[src/rtl/fetch_queue_pkg.sv]
// Shared core parameters for the instruction fetch front end.
package fetch_queue_pkg;
  localparam int          CORE_DATA_WIDTH = 32;
  localparam int          CORE_ADDR_WIDTH = 8;
  localparam int          CORE_FQ_DEPTH   = 4;
  localparam logic [31:0] CORE_RESET_PC   = 32'h0000_0000;
endpackage

[src/rtl/fq_storage.sv]
// Fetch queue entry array: one synchronous write port, one asynchronous read port.
module fq_storage #(
  parameter int DEPTH = 4,
  parameter int WIDTH = 64,
  parameter int AW    = $clog2(DEPTH)
) (
  input  logic             i_clk,
  input  logic             i_we,
  input  logic [AW-1:0]    i_waddr,
  input  logic [WIDTH-1:0] i_wdata,
  input  logic [AW-1:0]    i_raddr,
  output logic [WIDTH-1:0] o_rdata
);
  logic [WIDTH-1:0] r_mem [DEPTH];

  always_ff @(posedge i_clk) begin
    if (i_we) r_mem[i_waddr] <= i_wdata;
  end

  assign o_rdata = r_mem[i_raddr];
endmodule

[src/rtl/fetch_queue.sv]
// Instruction fetch queue: issues word fetches, buffers {instr, pc} entries, flushes on redirect.
module fetch_queue
  import fetch_queue_pkg::*;
#(
  parameter int DEPTH      = CORE_FQ_DEPTH,
  parameter int DATA_WIDTH = CORE_DATA_WIDTH,
  parameter int ADDR_WIDTH = CORE_ADDR_WIDTH
) (
  input  logic                  i_clk,
  input  logic                  i_rst_n,
  output logic                  o_mem_req,
  output logic [ADDR_WIDTH-1:0] o_mem_addr,
  input  logic                  i_mem_valid,
  input  logic [DATA_WIDTH-1:0] i_mem_data,
  output logic                  o_valid,
  output logic [DATA_WIDTH-1:0] o_instr,
  output logic [31:0]           o_pc,
  input  logic                  i_ready,
  input  logic                  i_redirect,
  input  logic [31:0]           i_redirect_pc
);
  localparam int PW = $clog2(DEPTH);
  localparam int CW = PW + 1;
  localparam int EW = DATA_WIDTH + 32;

  logic [PW-1:0] r_head, r_tail;
  logic [CW-1:0] r_count;
  logic [31:0]   r_pc, r_req_pc;
  logic          r_inflight;

  logic          w_issue, w_push, w_pop;
  logic [31:0]   w_fetch_pc;
  logic [EW-1:0] w_rd;

  assign w_fetch_pc = i_redirect ? i_redirect_pc : r_pc;
  // Credit check counts the outstanding response but never the same-cycle pop.
  assign w_issue    = i_redirect || ((r_count + CW'(r_inflight)) < CW'(DEPTH));
  assign w_pop      = (r_count != '0) && i_ready;
  // r_inflight gates out stray responses, e.g. the one right after reset release.
  assign w_push     = i_mem_valid && r_inflight && !i_redirect;

  assign o_mem_req  = i_rst_n && w_issue;
  assign o_mem_addr = w_fetch_pc[ADDR_WIDTH-1:0];

  always_ff @(posedge i_clk) begin
    if (!i_rst_n) begin
      r_head     <= '0;
      r_tail     <= '0;
      r_count    <= '0;
      r_pc       <= CORE_RESET_PC;
      r_req_pc   <= CORE_RESET_PC;
      r_inflight <= 1'b0;
    end else begin
      r_inflight <= w_issue;
      if (w_issue) begin
        r_req_pc <= w_fetch_pc;
        r_pc     <= w_fetch_pc + 32'd1;
      end
      if (i_redirect) begin
        r_head  <= '0;
        r_tail  <= '0;
        r_count <= '0;
      end else begin
        if (w_pop)  r_head <= r_head + PW'(1);
        if (w_push) r_tail <= r_tail + PW'(1);
        r_count <= r_count + CW'(w_push) - CW'(w_pop);
      end
    end
  end

  fq_storage #(.DEPTH(DEPTH), .WIDTH(EW)) u_storage (
    .i_clk   (i_clk),
    .i_we    (w_push && i_rst_n),
    .i_waddr (r_tail),
    .i_wdata ({i_mem_data, r_req_pc}),
    .i_raddr (r_head),
    .o_rdata (w_rd)
  );

  // Masking with o_valid keeps outputs at zero while empty or in reset.
  assign o_valid = (r_count != '0);
  assign o_instr = o_valid ? w_rd[EW-1:32] : '0;
  assign o_pc    = o_valid ? w_rd[31:0]    : '0;
endmodule

[config.mk]
export PLATFORM = sky130hd
export DESIGN_NAME = fetch_queue
export DESIGN_NICKNAME = d
export VERILOG_FILES = /design/src/rtl/fetch_queue_pkg.sv /design/src/rtl/fq_storage.sv /design/src/rtl/fetch_queue.sv
export SDC_FILE = /design/constraint.sdc
export NUM_CORES = 1
export LEC_CHECK = 0
export ABC_CLOCK_PERIOD_IN_PS = 8380
export CAP_MARGIN = 20
export CORE_MARGIN = 2
export CORE_UTILIZATION = 35
export CTS_BUF_LIST = sky130_fd_sc_hd__clkbuf_8 sky130_fd_sc_hd__clkbuf_16
export DETAILED_ROUTE_END_ITERATION = 7
export PLACE_DENSITY = 0.67
export SLEW_MARGIN = 15
export SYNTH_ARGS = -nofsm -noshare
export SYNTH_HDL_FRONTEND = slang
export SYNTH_HIERARCHICAL = 1
export SYNTH_SLANG_ARGS = --single-unit
[constraint.sdc]
create_clock -name i_clk -period 8.38 [get_ports i_clk]
set_input_delay 1.676 -clock i_clk [delete_from_list [all_inputs] [get_ports i_clk]]
set_output_delay 1.676 -clock i_clk [all_outputs]
set_load 0.005 [all_outputs]
==> results.json, run 1 <==
{
  "cp.depth": 4,
  "period_minus_slack_ps": 5000,
  "power_leader": "sequential cells",
  "simple_gate_share_pct": 11.06,
  "critPathSlowestCell": "clkdlybuf4s50_1",
  "power_mw": 3.682,
  "syn_to_final_growth_pct": 21.83,
  "critPathLaunchType": "input port",
  "skew_ps": 22.89,
  "setup_viol": 0,
  "outcome": "finished clean",
  "grt_pass1_wl_mm": 48.47,
  "dp.cells": 1580,
  "fmax_ghz": 0.2000,
  "max_stage_delay_ps": 850,
  "ios": 143,
  "drive_above_1_share_pct": 13.20,
  "path_clk_slew_ps": 60,
  "pwr-share-clk_pct": 44.1,
  "worstPathRequired_ps": 6700,
  "post_cts_buffers": 0,
  "ys_sh_mux_pct": 11.38,
  "synth_seq_share_pct": 65.26,
  "r2r_start": "r_count[2]",
  "dieArea_mm2": 0.04158,
  "synth.distinct_cells": 55,
  "num_vias": 8360,
  "rsz0062_at_grt": "false",
  "netlist_instances": 962,
  "cp.arrival_ps": 3320,
  "cts_root_buf": "clkbuf_16",
  "worst_path_most_repeated_cell": "clkdlybuf4s50_1",
  "ys_cells": 962,
  "comb_area_mm2": 0.004431,
  "p_int_mw": 2.905,
  "hold-worst-slack_ps": 492.8,
  "pg_seq_mw": 1.82,
  "dr.pass1.iters": 5,
  "fin_cells": 1646,
  "end_kind": "output pin",
  "grt_pass1_vias": 8339,
  "cts_tree": "yes",
  "htree_levels": 2,
  "drt_iter0_markers": 557,
  "synth.cells.most_frequent": "256 x edfxtp_1, 85 x nand2_1, 72 x dfxtp_1",
  "dp_slack_ps": 3399,
  "clock_sinks": 328,
  "fin_tns_setup_ps": 0,
  "fin_ws_ps": 3380,
  "clk_latency_ps": 520,
  "tightest_slew_ps": 1042,
  "grt_overflow": 0,
  "fp_util_pct": 35.37,
  "yosys.area.top_type_share_pct": 54.96,
  "drv_cap": 0,
  "seq_power_share_pct": 49.5,
  "path_cells": "clkdlybuf4s50_1, nand2_1, inv_1, clkdlybuf4s50_1",
  "cp_max_fo": 15,
  "crit_end": "o_mem_req",
  "pwr-share-comb_pct": 6.4,
  "fin_nets": 1167,
  "min_to": "r_pc[5]",
  "edf_count": 256,
  "dp_hpwl_mm": 19.21,
  "yosys-stat-area_mm2": 0.01399,
  "hold_viol_final": 0,
  "critical_path_buf_inv_count": 3,
  "ys_ff": 328,
  "ys.warnings.count": 6,
  "powerDensity_mw_per_mm2": 216.1,
  "reg2regPathDepth": 10,
  "ctsHoldBuffers": 0,
  "finalMaxSlewViolations": 0,
  "grt_antenna_before_repair": 0,
  "drc": 0,
  "top_cells_by_area": "edfxtp_1 55%, dfxtp_1 10%, mux4_2 9.7%, and2_1 2.9%, nand2_1 2.3%",
  "lay_top_count": "edfxtp_1",
  "syn_area_mm2": 0.01399,
  "fillers": 3554
}
run 1: area by class of cell:
type | count | area share (%)
tap | 525 | 3.854
inverter | 14 | 0.3083
multi-input combinational | 557 | 26.00
clock buffer | 40 | 5.741
clock inverter | 25 | 1.505
timing repair buffer | 157 | 8.986
sequential | 328 | 53.61
run 1: flip-flops by register name, summed over array words and instances, names as in the netlist:
name             flops
r_inflight           1
r_req_pc            32
u_storage/r_mem    256
r_count              3
r_head               2
r_tail               2
r_pc                32
run 1: layer usage:
| layer | wire [µm] | global-route usage (%) | up-vias |
|---|---|---|---|
| met5 | 0 | 0 | - |
| met4 | 602 | 3.936 | 0 |
| met3 | 1861 | 2.790 | 46 |
| met2 | 14370 | 23.81 | 256 |
| met1 | 14100 | 21.28 | 4156 |
| li1 | - | - | 3902 |
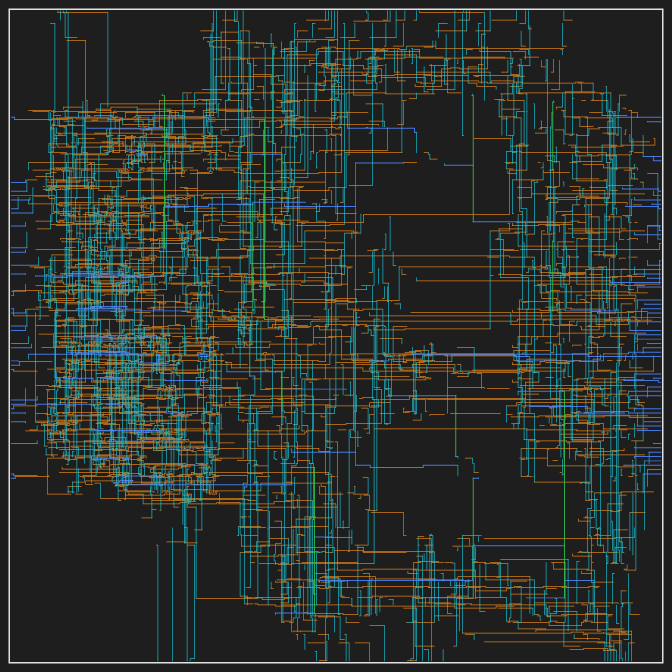
**Above:** run 1 (wiring by layer).
Cyan is met2, wire length 14,400 µm. Blue is met3, wire length 1,860 µm. Green is met4, wire length 603 µm. Orange is met1, wire length 14,100 µm.

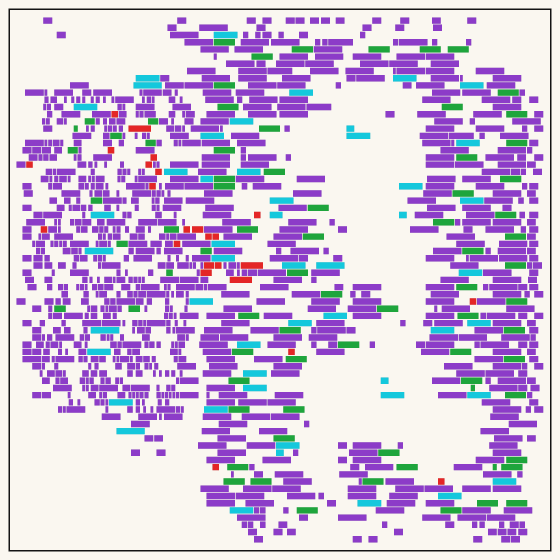
**Above:** run 1 (cell sizes after repair).
Purple is drive 1 or less, cells 973, share 87%. Cyan is drive 6 and up, cells 49, share 4.4%. Green is drive 2, cells 75, share 6.7%. Red is drive 3 to 4, cells 24, share 2.1%.

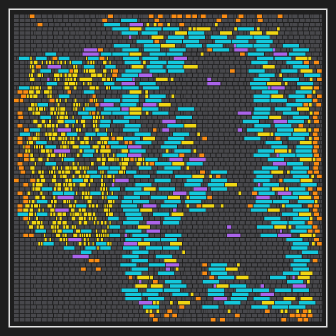
**Above:** run 1 (cell classes on the final placement).
Fill, decap, tap and diode cells in gray.
Purple is clock drivers and dummy loads, cells 65, share of their area 7.5%. Orange is other buffers and delay cells, cells 157, share of their area 9.3%. Yellow is all other logic, cells 571, share of their area 27%. Cyan is flip-flops, cells 328, share of their area 56%.
final non-filler cell area: 0.01704 mm²
Core ar.: 0.03955 mm²
flop share of the area: 53.61%
row count: 73
Core Util, Final: 43.09%

==> inputs of run 2 (changes only) <==
--- a/config.mk
+++ b/config.mk
@@ -5,13 +5,13 @@
 export SDC_FILE = /design/constraint.sdc
 export NUM_CORES = 1
 export LEC_CHECK = 0
-export ABC_CLOCK_PERIOD_IN_PS = 8380
+export ABC_CLOCK_PERIOD_IN_PS = 4650
 export CAP_MARGIN = 20
 export CORE_MARGIN = 2
 export CORE_UTILIZATION = 35
 export CTS_BUF_LIST = sky130_fd_sc_hd__clkbuf_8 sky130_fd_sc_hd__clkbuf_16
 export DETAILED_ROUTE_END_ITERATION = 7
-export PLACE_DENSITY = 0.67
+export PLACE_DENSITY = 0.65
 export SLEW_MARGIN = 15
 export SYNTH_ARGS = -nofsm -noshare
 export SYNTH_HDL_FRONTEND = slang
==> constraint.sdc (replaced) <==
create_clock -name i_clk -period 4.65 [get_ports i_clk]
set_input_delay 0.93 -clock i_clk [delete_from_list [all_inputs] [get_ports i_clk]]
set_output_delay 0.93 -clock i_clk [all_outputs]
set_load 0.005 [all_outputs]
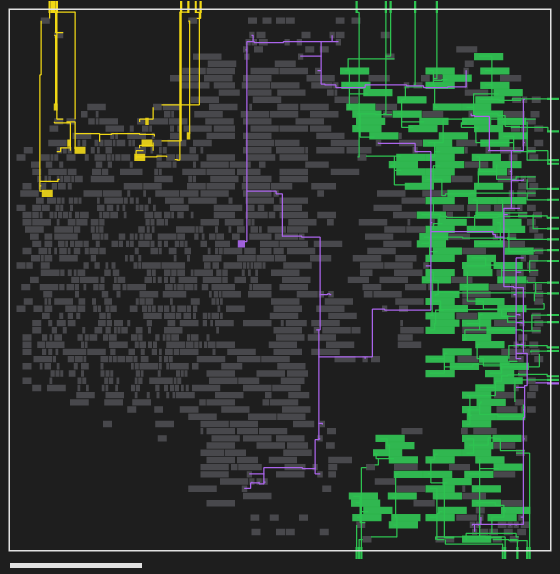
**Above:** run 2 (nets reached from selected ports).
The bar under the picture is 50 µm long.
Yellow is o_mem_addr, bits 8, direction output, end cells 8, wire 535 µm. Purple is o_valid, bits 1, direction output, end cells 1, wire 882 µm. Green is i_mem_data, bits 32, direction input, end cells 128, wire 1,990 µm.
# IOs: 143
number of I/O port buffers: 142

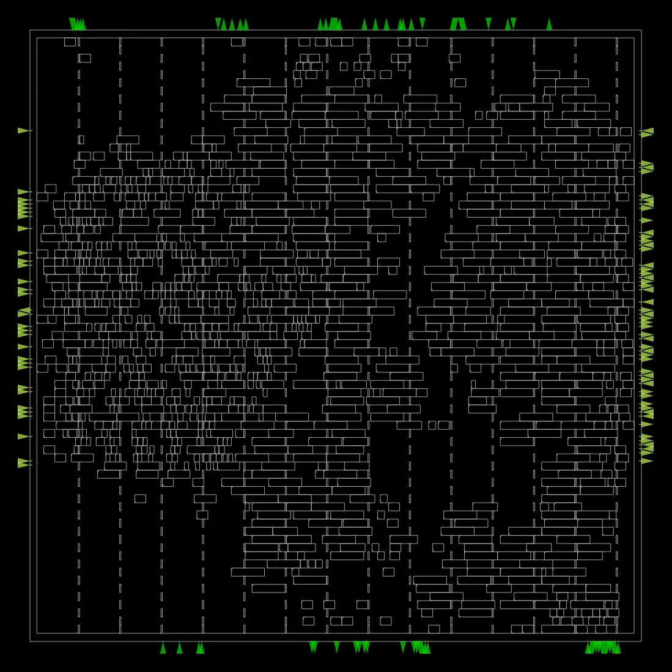
**Above:** run 2 (placed standard cells).
TAP cells: 525
fin cells: 1,655
flop share of the area: 53.54%
Core Util, Final: 43.15%

==> run 2 against run 1 <==
Effect of this change:
- non-clock buffer count increased by 10
- wire length increased by 2.4%
- critical path depth unchanged
- global-route usage increased by 0.24 points
- die area unchanged
- design area increased by 0.12%
- synthesized area unchanged
- first-iteration DRC count increased by 6.3%
- sequential share of layout area decreased by 0.067 points
- final cell count increased by 0.55%
- synthesized cell count unchanged
- critical path type is now reg -> out
- highest routed layer unchanged
==> results.json, run 2 <==
{
  "outcome": "finished clean",
  "hp-start": "r_pc[5]",
  "dpl_cell_area_mm2": 0.01594,
  "synth_top_cell_by_area": "edfxtp_1",
  "lay_top_count": "edfxtp_1",
  "clockBufferDepth": 3,
  "crit_end": "o_instr[31]",
  "path_cells": "buf_4, mux4_1, and2_1, clkdlybuf4s50_1",
  "yosys.area.top_type_share_pct": 54.96,
  "dp_slack_ps": 956.5,
  "pwr-share-clk_pct": 41.9,
  "die_h_um": 203.9,
  "critPathLaunchType": "flip-flop",
  "powerDensity_mw_per_mm2": 374.5,
  "routed-wl-met3_mm": 1.688,
  "ys_sh_mux_pct": 11.38,
  "fin_ws_ps": 868.9,
  "simple_gate_share_pct": 11.06,
  "vias_per_cell": 5.045,
  "post_drt_wl_per_cell_um": 19.13,
  "met3_usage_pct": 2.392,
  "fin_nets": 1176,
  "seq_power_share_pct": 51.4,
  "cts_root_buf": "clkbuf_16",
  "r2r_start": "r_count[2]",
  "post_cts_buffers": 0,
  "path_clk_slew_ps": 60,
  "r2r_slack_ps": 1640,
  "cts-buffers-inserted": 35,
  "postRouteAntennaNets": 0,
  "rows": 73,
  "skew_ps": 13.75,
  "dp_hpwl_mm": 20.50,
  "path_class": "reg -> out",
  "yosys-stat-area_mm2": 0.01399,
  "top_cells_by_area": "edfxtp_1 55%, dfxtp_1 10%, mux4_2 9.7%, and2_1 2.9%, nand2_1 2.3%",
  "ys_sh_xor_pct": 3.318,
  "syn_area_per_cell_um2": 14.54,
  "power_clock_mw": 2.68,
  "synth.cells.most_frequent": "256 x edfxtp_1, 85 x nand2_1, 72 x dfxtp_1",
  "warning_count": 26,
  "busiest_layer": "met2",
  "met1Wirelength_mm": 14.26,
  "worstSetupStartpoint": "r_head[0]",
  "synthFlopType": "edfxtp_1",
  "finalInstanceArea_mm2": 0.01706,
  "coreArea_mm2": 0.03955,
  "grt_max_degree": 66,
  "period_minus_slack_ps": 3781,
  "grt_use_met1_pct": 21.33,
  "drt_iter0_markers": 592,
  "p_sw_mw": 1.412,
  "reg2regPathDepth": 9,
  "groute.usage.overall_pct": 15.27,
  "ctsHoldBuffers": 0,
  "critical_path_buf_inv_count": 2,
  "cts_tree": "yes",
  "reg_top3": "u_storage/r_mem x256, r_pc x32, r_req_pc x32",
  "fmax_ghz": 0.2645,
  "lay_top_cells": "256 x edfxtp_1, 141 x clkdlybuf4s50_1, 85 x nand2_1",
  "hold_depth": 2,
  "drc": 0,
  "hold_path_class": "reg -> reg",
  "ys_cells": 962,
  "cp.arrival_ps": 2850,
  "max_stage_delay_ps": 680,
  "die_w_um": 203.9,
  "drive_above_1_share_pct": 13.63,
  "ys_ff": 328,
  "top_logic_kind": "multiplexers",
  "synthAdderAreaFrac_pct": 0.4114,
  "num_vias": 8350,
  "fp_nets": 1035,
  "largest_reg_flops": 256,
  "grt_pass1_wl_mm": 48.79,
  "grt_pass1_vias": 8179,
  "ir_drop_mv": 0.2320,
  "p_leak_nw": 5.578,
  "pg_seq_mw": 3.28,
  "synth.distinct_cells": 55,
  "syn_area_mm2": 0.01399,
  "cp_max_fo": 25,
  "hold_viol_final": 0,
  "hold-worst-slack_ps": 488.3,
  "edf_count": 256,
  "cp.depth": 4,
  "cts_resized": 0,
  "rsz0062_at_grt": "false",
  "clock_sinks": 328,
  "setup_viol": 0,
  "pwr-share-comb_pct": 6.8,
  "n_antenna_cell": 0,
  "aoi_share_pct": 5.322,
  "htree_levels": 2,
  "netlist_instances": 962,
  "dieArea_mm2": 0.04158,
  "ys.warnings.count": 6,
  "p_int_mw": 4.979,
  "worstPathRequired_ps": 3720,
  "end_kind": "output pin",
  "routed_wl_mm": 31.66,
  "power_leader": "sequential cells",
  "wl_met2_mm": 15.21,
  "dr.pass1.iters": 7,
  "fin_tns_setup_ps": 0,
  "drv_cap": 0,
  "switching_share_pct": 22.09,
  "finalClockPeriodUsage_pct": 81.31,
  "critPathSlowestCell": "dfxtp_4",
  "tightest_slew_ps": 1049,
  "dp.cells": 1591,
  "min_to": "r_pc[5]",
  "cp_top_family": "buffers and inverters",
  "topRoutingLayerUsed": "met4",
  "power_mw": 6.390,
  "async_reset_ff_share_pct": 0,
  "grt_overflow": 0,
  "finalMaxSlewViolations": 0,
  "fp_util_pct": 35.37,
  "combinationalPower_uw": 432,
  "grtUsageMet2_pct": 25.05,
  "syn_to_final_growth_pct": 21.99,
  "r2r_end": "r_count[2]",
  "synth_seq_share_pct": 65.26,
  "top_register": "u_storage/r_mem",
  "clk_latency_ps": 530,
  "grt_antenna_before_repair": 1,
  "fillers": 3580,
  "max-slew-margin-rel_pct": 29.79
}
==> run 2: netlist changes by cell type in the layout (fill, tap and decap cells not counted) <==
| cell | change |
|---|---|
| bufinv_16 | -3 |
| inv_6 | -4 |
| nor3b_4 | +1 |
| nor3b_2 | -1 |
| clkbuf_16 | -3 |
| clkinv_8 | +2 |
| buf_4 | +6 |
| clkinv_4 | +3 |
| inv_16 | +1 |
| buf_12 | +4 |
| clkinv_1 | +1 |
| inv_1 | +2 |
==> run 2: layout make-up <==
class                           instances  area (µm²)  area share (%)
Sequential cell                       328        9136           53.54
Multi-Input combinational cell        557        4437           26.00
Timing Repair Buffer                  167        1657           9.708
Clock buffer                           37       903.4           5.294
Tap cell                              525       656.9           3.850
Clock inverter                         27       221.5           1.298
Inverter                               14       52.55          0.3080
==> inputs of run 3 (changes only) <==
--- a/config.mk
+++ b/config.mk
@@ -5,7 +5,7 @@
 export SDC_FILE = /design/constraint.sdc
 export NUM_CORES = 1
 export LEC_CHECK = 0
-export ABC_CLOCK_PERIOD_IN_PS = 4650
+export ABC_CLOCK_PERIOD_IN_PS = 3700
 export CAP_MARGIN = 20
 export CORE_MARGIN = 2
 export CORE_UTILIZATION = 35
==> constraint.sdc (replaced) <==
create_clock -name i_clk -period 3.7 [get_ports i_clk]
set_input_delay 0.74 -clock i_clk [delete_from_list [all_inputs] [get_ports i_clk]]
set_output_delay 0.74 -clock i_clk [all_outputs]
set_load 0.005 [all_outputs]
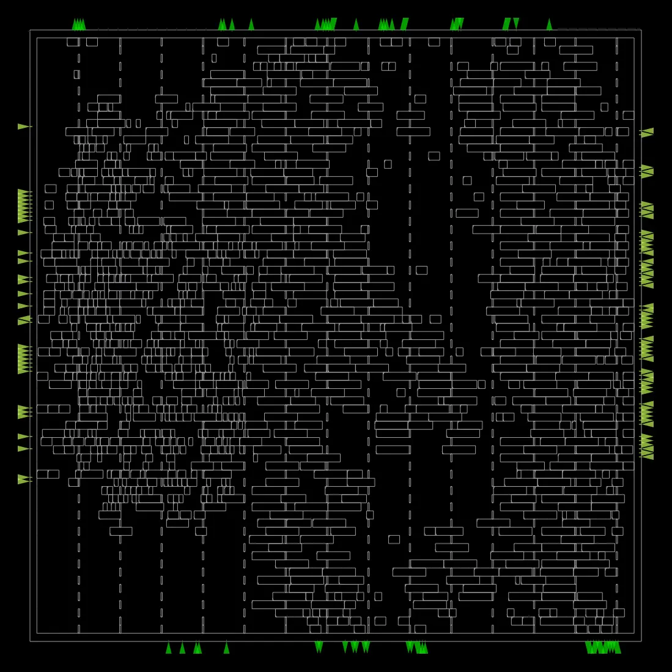
**Above:** run 3 (placed standard cells).
fin cells: 1,666
registers: 328
Filler cells: 3,558

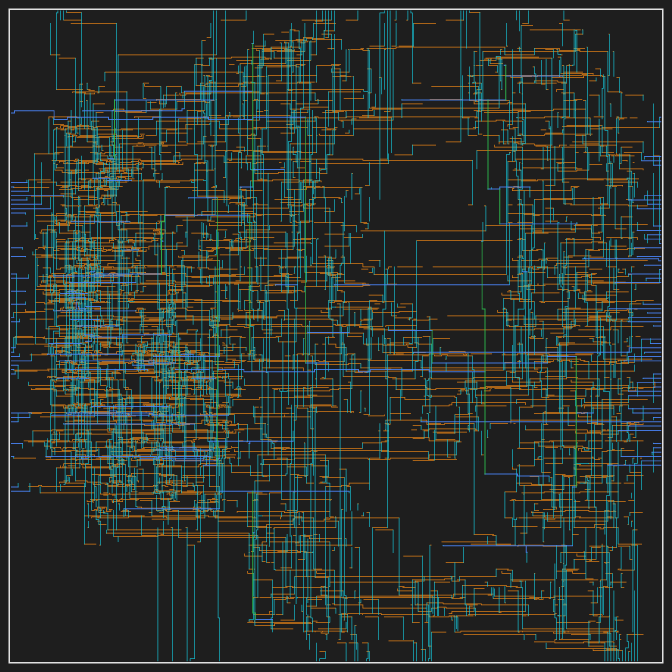
**Above:** run 3 (wiring by layer).
Orange is met1, wire length 14,700 µm. Cyan is met2, wire length 14,900 µm. Green is met4, wire length 528 µm. Blue is met3, wire length 1,980 µm.

==> run 3 against run 2 <==
Effect of this change:
- total power increased by 30%
- first-iteration DRC count decreased by 14%
- final cell count increased by 0.66%
- design area increased by 1.3%
- synthesized cell count unchanged
- worst setup slack got worse by 570 ps
- global-route usage increased by 0.41 points
- critical path type unchanged
- largest cell class unchanged
- highest routed layer unchanged
==> results.json, run 3 <==
{
  "outcome": "finished clean",
  "grt_use_met1_pct": 21.74,
  "yosys-stat-area_mm2": 0.01399,
  "nClkBuffers": 40,
  "min_to": "r_pc[24]",
  "r2r_slack_ps": 860,
  "edf_count": 256,
  "top_cells_by_area": "edfxtp_1 55%, dfxtp_1 10%, mux4_2 9.7%, and2_1 2.9%, nand2_1 2.3%",
  "reg2regPathDepth": 9,
  "syn_area_per_cell_um2": 14.54,
  "fp_nets": 1035,
  "finalClockPeriodUsage_pct": 92.04,
  "met3_usage_pct": 3.205,
  "num_vias": 8437,
  "ys_ff": 328,
  "hold_viol_final": 0,
  "r2r_start": "r_count[2]",
  "tightest_slew_ps": 613.7,
  "clockNetworkAreaShare_pct": 7.019,
  "topRoutingLayerUsed": "met4",
  "flop_area_mm2": 0.009136,
  "setup_viol": 0,
  "drc": 0,
  "nWellTaps": 525,
  "largest_reg_flops": 256,
  "synth.most_common_cell": "edfxtp_1",
  "combinationalPower_uw": 557,
  "ir_drop_mv": 0.2721,
  "end_kind": "output pin",
  "busiest_layer": "met2",
  "pg_seq_mw": 4.12,
  "largestClassByArea": "flip-flops and latches",
  "hp-start": "r_pc[24]",
  "path_class": "reg -> out",
  "clock_sinks": 328,
  "routed-wl-met3_mm": 1.984,
  "post_drt_wl_per_cell_um": 19.29,
  "worstPathRequired_ps": 2960,
  "warning_count": 27,
  "met1Wirelength_mm": 14.71,
  "ios": 143,
  "cp_max_fo": 42,
  "finalMaxSlewViolations": 0,
  "hold_path_class": "reg -> reg",
  "power_mw": 8.307,
  "max-slew-margin-rel_pct": 57.92,
  "logic_gate_count": 557,
  "reg_top3": "u_storage/r_mem x256, r_pc x32, r_req_pc x32",
  "seq_share_pct": 52.84,
  "post_cts_buffers": 0,
  "cts-buffers-inserted": 37,
  "dp.cells": 1600,
  "ctsHoldBuffers": 0,
  "path_clk_slew_ps": 60,
  "crit_end": "o_pc[24]",
  "groute.usage.overall_pct": 15.68,
  "switching_share_pct": 21.35,
  "utilization_pct": 43.72,
  "clockBufferDepth": 3,
  "lay_top_count": "edfxtp_1",
  "comb-cell-share_pct": 25.70,
  "syn_area_mm2": 0.01399,
  "drive_above_1_share_pct": 14.81,
  "fmax_ghz": 0.2937,
  "seq_power_share_pct": 49.6,
  "htree_levels": 2,
  "buffers": 176,
  "postRouteAntennaNets": 0,
  "hold-worst-slack_ps": 498.2,
  "clk_latency_ps": 540,
  "fin_ws_ps": 294.6,
  "dp_slack_ps": 575.2,
  "die_h_um": 203.9,
  "p_leak_nw": 5.692,
  "period_minus_slack_ps": 3405,
  "power_clock_mw": 3.63,
  "dieArea_mm2": 0.04158,
  "r2r_end": "r_count[2]",
  "grt_pass1_wl_mm": 49.84,
  "grt_overflow": 0,
  "fin_tns_setup_ps": 0,
  "cts_root_buf": "clkbuf_16",
  "cts_tree": "yes",
  "async_reset_ff_share_pct": 0,
  "routed_wl_mm": 32.15,
  "rows": 73,
  "critPathLaunchType": "flip-flop",
  "wl_met2_mm": 14.93,
  "place.gp.congestion": 0.8864,
  "coreArea_mm2": 0.03955,
  "buffer_area_share_pct": 10.33,
  "lay_top_cells": "256 x edfxtp_1, 141 x clkdlybuf4s50_1, 85 x nand2_1",
  "drt_iter0_markers": 510,
  "grtUsageMet2_pct": 25.01,
  "powerDensity_mw_per_mm2": 480.4,
  "pwr-share-comb_pct": 6.7,
  "syn_to_final_growth_pct": 23.60,
  "grt_pass1_vias": 8554,
  "ys_cells": 962,
  "grt_antenna_before_repair": 0,
  "dr.pass1.iters": 6,
  "netlist_instances": 962,
  "synth.cells.most_frequent": "256 x edfxtp_1, 85 x nand2_1, 72 x dfxtp_1",
  "vias_per_cell": 5.064,
  "fin_nets": 1187,
  "yosys.area.top_type_share_pct": 54.96,
  "comb_area_mm2": 0.004444,
  "synth_seq_share_pct": 65.26,
  "finalInstanceArea_mm2": 0.01729,
  "p_int_mw": 6.533,
  "ys.warnings.count": 6,
  "fp_util_pct": 35.37,
  "synth_top_cell_by_area": "edfxtp_1",
  "grt_max_degree": 51,
  "drv_cap": 0,
  "worstSetupStartpoint": "r_count[2]",
  "rsz0062_at_grt": "false",
  "inverters": 14,
  "pwr-share-clk_pct": 43.7,
  "n_antenna_cell": 0,
  "dp_hpwl_mm": 20.82,
  "hold_depth": 2,
  "synth.distinct_cells": 55,
  "synthFlopType": "edfxtp_1",
  "skew_ps": 24.59,
  "cts_resized": 0,
  "die_w_um": 203.9,
  "power_leader": "sequential cells",
  "cp.arrival_ps": 2670,
  "dpl_cell_area_mm2": 0.01608,
  "port_buffers": 142,
  "p_sw_mw": 1.774,
  "top_register": "u_storage/r_mem"
}
[run 3: cell count changes in the layout (fill, tap and decap cells not counted), moves of 3 or more]
cell / change
buf_12: +5
buf_4: +4
clkbuf_16: +4
clkinv_1: -4
clkinv_4: -3
[run 3: kinds of logic (layout without fill, tap and decap cells)]
| logic type | Yosys count | after routing | share of synthesized area [%] |
|---|---|---|---|
| buf+inv | 77 | 256 | 3.256 |
| xor+xnor | 53 | 53 | 3.318 |
| simple gates | 303 | 303 | 11.06 |
| mux | 77 | 77 | 11.38 |
| fa+ha+maj | 4 | 4 | 0.4115 |
| flops | 328 | 328 | 65.26 |
| compound gates | 120 | 120 | 5.322 |
[run 3: critical path, cell delays in order (launching register included)]
cell and delay (ps):
dfxtp_1 370, or3_2 760, buf_12 280, and2_1 180
clkdlybuf4s50_1 510
No activity file was given, so power comes from the tool's default toggle rates.
